==> images/final_placement.png <==
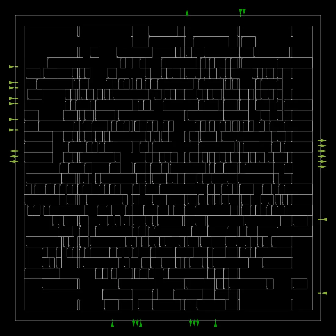
==> images/port_nets.png <==
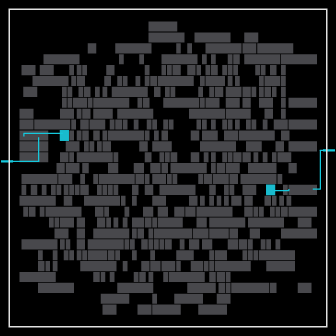
==> images/density.png <==
The die is cut into 8 by 8 equal tiles; black is low, pale yellow is high, 0 to 100% covered.
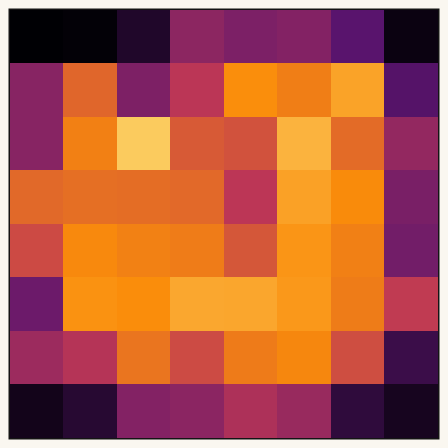
==> images/gate_families.png <==
Bar = 20 µm.
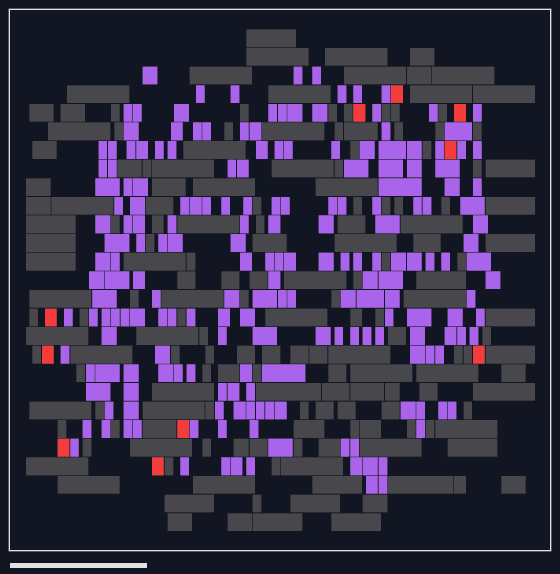
==> src/rtl/arb_out_queue_pkg.sv <==
// arb_out_queue_pkg: shared defaults and entry layout for the arbiter output queue.
// Optional feature macro: ARB_OUT_QUEUE_FLOW_EN (empty-queue bypass, used by arb_out_queue).
package arb_out_queue_pkg;

  localparam int unsigned ARB_OQ_DEPTH = 4;
  localparam int unsigned ARB_OQ_WIDTH = 8;
  localparam int unsigned ARB_OQ_SRC_W = 2;

  // Default-width entry: source tag in the upper bits, payload below.
  typedef struct packed {
    logic [ARB_OQ_SRC_W-1:0] src;
    logic [ARB_OQ_WIDTH-1:0] data;
  } arb_oq_entry_t;

  // Width of an occupancy counter able to hold 0..depth inclusive.
  function automatic int unsigned arb_oq_cnt_w(input int unsigned depth);
    return $clog2(depth) + 1;
  endfunction

endpackage

==> src/rtl/arb_out_queue_ram.sv <==
// arb_out_queue_ram: DEPTH x ENTRY_W storage, one synchronous write port,
// one asynchronous read port, asynchronous active-low clear of every word.
module arb_out_queue_ram
  import arb_out_queue_pkg::*;
#(
  parameter int unsigned DEPTH   = ARB_OQ_DEPTH,
  parameter int unsigned ENTRY_W = ARB_OQ_SRC_W + ARB_OQ_WIDTH
) (
  input  logic                     clk,
  input  logic                     rst_n,
  input  logic                     we,
  input  logic [$clog2(DEPTH)-1:0] waddr,
  input  logic [ENTRY_W-1:0]       wdata,
  input  logic [$clog2(DEPTH)-1:0] raddr,
  output logic [ENTRY_W-1:0]       rdata
);

  logic [ENTRY_W-1:0] mem_q [DEPTH];
  logic [ENTRY_W-1:0] mem_d [DEPTH];

  // Next storage contents: hold, or overwrite the addressed word on a write.
  always_comb begin
    mem_d = mem_q;
    if (we) begin
      mem_d[waddr] = wdata;
    end
  end

  // Storage register with asynchronous clear.
  always_ff @(posedge clk or negedge rst_n) begin
    if (!rst_n) begin
      for (int unsigned i = 0; i < DEPTH; i++) begin
        mem_q[i] <= '0;
      end
    end else begin
      mem_q <= mem_d;
    end
  end

  assign rdata = mem_q[raddr];

endmodule

==> src/rtl/arb_out_queue.sv <==
// arb_out_queue: FIFO placed after an arbiter; carries each payload together with
// the grant index that produced it. Strict FIFO order, ready/valid on both sides.
// Optional macro ARB_OUT_QUEUE_FLOW_EN: when the queue is empty, an incoming entry
// is presented at the head combinationally and, if taken the same cycle, never stored.
module arb_out_queue
  import arb_out_queue_pkg::*;
#(
  parameter int unsigned DEPTH = ARB_OQ_DEPTH,
  parameter int unsigned WIDTH = ARB_OQ_WIDTH,
  parameter int unsigned SRC_W = ARB_OQ_SRC_W
) (
  input  logic                     clk,
  input  logic                     reset,
  input  logic                     io_enq_valid,
  output logic                     io_enq_ready,
  input  logic [WIDTH-1:0]         io_enq_bits,
  input  logic [SRC_W-1:0]         io_enq_chosen,
  output logic                     io_deq_valid,
  input  logic                     io_deq_ready,
  output logic [WIDTH-1:0]         io_deq_bits,
  output logic [SRC_W-1:0]         io_deq_chosen,
  output logic [$clog2(DEPTH):0]   io_count
);

  localparam int unsigned PTR_W   = $clog2(DEPTH);
  localparam int unsigned CNT_W   = arb_oq_cnt_w(DEPTH);
  localparam int unsigned ENTRY_W = SRC_W + WIDTH;

  typedef struct packed {
    logic [SRC_W-1:0] src;
    logic [WIDTH-1:0] data;
  } entry_t;

  logic [PTR_W-1:0] enq_ptr_q, enq_ptr_d;
  logic [PTR_W-1:0] deq_ptr_q, deq_ptr_d;
  logic             maybe_full_q, maybe_full_d;

  logic             ptr_match, empty, full;
  logic             enq_fire, deq_fire;
  logic             do_enq, do_deq;
  logic [PTR_W-1:0] ptr_diff;
  entry_t           wr_entry, rd_entry, head_entry;
  logic [ENTRY_W-1:0] rd_raw;

  assign ptr_match = (enq_ptr_q == deq_ptr_q);
  assign empty     = ptr_match & ~maybe_full_q;
  assign full      = ptr_match &  maybe_full_q;

  assign wr_entry  = '{src: io_enq_chosen, data: io_enq_bits};
  assign rd_entry  = entry_t'(rd_raw);

  arb_out_queue_ram #(
    .DEPTH   (DEPTH),
    .ENTRY_W (ENTRY_W)
  ) u_ram (
    .clk   (clk),
    .rst_n (reset),
    .we    (do_enq),
    .waddr (enq_ptr_q),
    .wdata (wr_entry),
    .raddr (deq_ptr_q),
    .rdata (rd_raw)
  );

  // Handshake, head selection and which fires actually touch storage.
  always_comb begin
    io_enq_ready = ~full;
    enq_fire     = io_enq_valid & io_enq_ready;
`ifdef ARB_OUT_QUEUE_FLOW_EN
    // Bypass: an empty queue forwards the enq side; a same-cycle take consumes it
    // without a write, and the deq fire does not move deq_ptr past an empty slot.
    io_deq_valid = ~empty | io_enq_valid;
    head_entry   = empty ? wr_entry : rd_entry;
    deq_fire     = io_deq_valid & io_deq_ready;
    do_enq       = enq_fire & ~(empty & io_deq_ready);
    do_deq       = deq_fire & ~empty;
`else
    io_deq_valid = ~empty;
    head_entry   = rd_entry;
    deq_fire     = io_deq_valid & io_deq_ready;
    do_enq       = enq_fire;
    do_deq       = deq_fire;
`endif
    io_deq_bits   = head_entry.data;
    io_deq_chosen = head_entry.src;
  end

  // Pointer advance and full/empty disambiguation flag.
  always_comb begin
    enq_ptr_d    = enq_ptr_q;
    deq_ptr_d    = deq_ptr_q;
    maybe_full_d = maybe_full_q;
    if (do_enq) begin
      enq_ptr_d = enq_ptr_q + PTR_W'(1);
    end
    if (do_deq) begin
      deq_ptr_d = deq_ptr_q + PTR_W'(1);
    end
    if (do_enq != do_deq) begin
      maybe_full_d = do_enq;
    end
  end

  // Control state register with asynchronous clear.
  always_ff @(posedge clk or negedge reset) begin
    if (!reset) begin
      enq_ptr_q    <= '0;
      deq_ptr_q    <= '0;
      maybe_full_q <= 1'b0;
    end else begin
      enq_ptr_q    <= enq_ptr_d;
      deq_ptr_q    <= deq_ptr_d;
      maybe_full_q <= maybe_full_d;
    end
  end

  // Occupancy from pointer distance; when full the distance wraps to zero and the
  // top bit alone encodes DEPTH.
  always_comb begin
    ptr_diff = enq_ptr_q - deq_ptr_q;
    io_count = CNT_W'({full, ptr_diff});
  end

endmodule

==> config.mk <==
export PLATFORM = sky130hd
export DESIGN_NAME = arb_out_queue
export DESIGN_NICKNAME = d
export VERILOG_FILES = /design/src/rtl/arb_out_queue_pkg.sv /design/src/rtl/arb_out_queue_ram.sv /design/src/rtl/arb_out_queue.sv
export SDC_FILE = /design/constraint.sdc
export NUM_CORES = 1
export LEC_CHECK = 0
export ABC_AREA = 1
export ABC_CLOCK_PERIOD_IN_PS = 1800
export CAP_MARGIN = 20
export CORE_MARGIN = 2
export CORE_UTILIZATION = 43
export DETAILED_ROUTE_END_ITERATION = 10
export PLACE_DENSITY = 0.65
export SYNTH_ARGS = -nofsm -noshare
export SYNTH_HDL_FRONTEND = slang
export SYNTH_HIERARCHICAL = 1
export SYNTH_SLANG_ARGS = --single-unit
export TNS_END_PERCENT = 5
==> constraint.sdc <==
create_clock -name clk -period 1.8 [get_ports clk]
set_input_delay 0.27 -clock clk [delete_from_list [all_inputs] [get_ports clk]]
set_output_delay 0.27 -clock clk [all_outputs]
set_load 0.05 [all_outputs]
==> out/results.tsv <==
stage	metric	value	unit
outcome	outcome	finished with violations	
outcome	violations	negative setup slack	
synth	synth.cellmix.compoundShare	2.07	%
critical_path	path_class	reg2out	
final_layout	buffers	47	
final_timing	period_needed	1.85	ns
detailed_routing	vias	2184	
final_layout	largest_reg_flops	40	
job	cap_violations	0	
final_layout	area_growth	34.9	%
critical_path	cp-end-kind	output port	
die	dieWidth	78.9	µm
critical_path	crit_end	io_deq_bits[0]	
detailed_routing	wl_per_cell	13.9	µm
critical_path	crit_path_start_kind	flop	
final_timing	maxSlewHeadroom	63.6	%
clock_tree	cts_buffers	5	
final_layout	nNonClkInverters	62	
grt	use_met1	27.9	%
clock_tree	ctsHoldBuffers	1	
synth	synth_top_cell_by_area	dfrtp_1	
synth	ys.warnings.count	6	
final_layout	diodes	0	
synth	fp_nets	351	
grt	antenna_found_initial	0	
final_layout	reg_top3	u_ram/mem_q: 40 flops, deq_ptr_q: 2 flops, enq_ptr_q: 2 flops	
final_timing	setup_tns	-0.237	ns
synth	fa_ha_area_share	0.518	%
critical_path	r2r_end	u_ram/mem_q[20]$_DFFE_PN0P_	
final_layout	drive_gt1_share	24.1	%
final_layout	flop_area	1130	µm²
critical_path	r2r_slack	0.09	ns
critical_path	reg2reg_depth	7	
synth	synthCells	336	
detailed_routing	drt-total-wl	6200	µm
detailed_routing	wl_met1	2750	µm
die	chipArea	6230	µm²
critical_path	cp_slowest_stage_delay	0.40	ns
clock_tree	tritoncts	built	
synth	async_flop_share	100	%
final_layout	largest-register	u_ram/mem_q	
final_timing	fin_skew	0.00649	ns
synth	ys_sh_mux	0	%
clock_tree	cts_sinks	45	
synth	synth-main-ff-cell	dfrtp_1	
grt	grt_pass1_vias	2012	
detailed_routing	drc	0	
final_layout	design.seq.count	45	
clock_tree	cts-root-buf	clkbuf_8	
detailed_routing	via_per_inst	4.90	
placement	dpl_cell_area	2980	µm²
detailed_routing	drtIter0Drc	148	
synth	netlist_top_cells_count	nand2_1 (134), inv_1 (61), dfrtp_1 (45)	
die	die_h	78.9	µm
synth	synthTopLogicFamily	simple AND/OR/NAND/NOR gates	
synth	ys_sh_xor	1.09	%
synth	yosys.area.top_type_share	46.6	%
die	rows	27	
synth	ys_seq_share	46.6	%
final_timing	final-hold-violation-count	0	
grt	grtUsageMet2	33.8	%
critical_path	crit_slowest_cell	dfrtp_1	
grt	gr-total-overflow	0	
grt	met3_usage	3.98	%
grt	grt_max_degree	25	
synth	topCellsByArea	dfrtp_1 (47%), nand2_1 (21%), inv_1 (9.5%), nand3_1 (7.5%), nand4_1 (5.2%)	
final_timing	setup_slack	-0.0514	ns
placement	dp_worst_setup_slack	0.0394	ns
critical_path	cp-startpoint	deq_ptr_q[0]$_DFFE_PN0P_	
clock_tree	postCtsResizedCells	9	
placement	dpl.cell_count	436	
final_timing	final.period_utilization	103	%
grt	grt.busiest_layer	met2	
critical_path	path_max_fanout	7	
final_timing	clock.fmax	0.540	GHz
final_layout	biggestCellCategory	flip-flops and latches	
placement	gp_congestion	0.831	
worst_hold_path	hold_class	in2async	
final_layout	seq_share	34.6	%
clock_tree	h-tree-depth	2	
grt	grt.total_usage	20.9	%
final_layout	logic_area	1120	µm²
synth	synth-simple-area-share	36.4	%
final_layout	non_clock_buffer_area_share	18.4	%
synth	syn_area_per_cell	7.19	µm²
clock_tree	post-cts-setup-buffers	0	
final_timing	finalSetupViolCount	8	
final_layout	postLayoutCellArea	3260	µm²
synth	synth-edff-count	0	
placement	hpwlAfterDp	4310	µm
final_layout	nets	388	
clock_tree	path_clk_slew	0.08	ns
synth	yosysCellCount	336	
synth	ys_area	2410	µm²
final_timing	tightest_slew	0.547	ns
final_layout	nClkBuffers	6	
critical_path	path_cells	buf_6 -> clkinvlp_4 -> buf_6 -> nand2_1 -> nand3_2 -> nand2_2 -> buf_12	
critical_path	rr_startpoint	deq_ptr_q[0]$_DFFE_PN0P_	
critical_path	crit_arrival	1.58	ns
clock_tree	cts_buffer_depth	2	
synth	syn_area	2410	µm²
Back to the opening pictures, final_placement.png:
fillers: 513
fin util: 59.5%

Back to the opening pictures, port_nets.png:
Key: cyan = `io_deq_chosen` [bits 2, direction output, end cells 2, buffers 2, wire 39.7 µm]
number of port buffers: 28
io pins: 29

Back to the opening pictures, density.png:
The fullest tile reaches 89%. The mean over all tiles is 51%. The emptiest ninth of the die: top left.
floorplan utilization: 44.1%
core area: 5470 µm²

Back to the opening pictures, gate_families.png:
Key: purple = NAND gates [cells 196, most used nand2_1]; red = inverting AOI/OAI gates [cells 10, most used o21ai_1, where spread over the die]
most frequent logic cell in the layout: nand2_1
Non-Filler Instances: 446
logic share of the area: 34.4%

critical path, delay by kind of cell (launching register included):
kind,cells,cell delay (ns)
buffers and inverters,4,0.63
flip-flops,1,0.40
AND/OR/NAND/NOR,3,0.24
layout by cell type (no fill, tap or decap), types with 3 or more instances in the layout:
master and n:
clkdlybuf4s50_1 12, nand2_1 112, o21ai_1 10, inv_1 59
nand2_2 21, nand4_1 20, buf_12 16, buf_4 13
buf_6 4, nand3_2 17, nand3_1 21, nand2_4 3
clkbuf_8 5, dfrtp_1 43
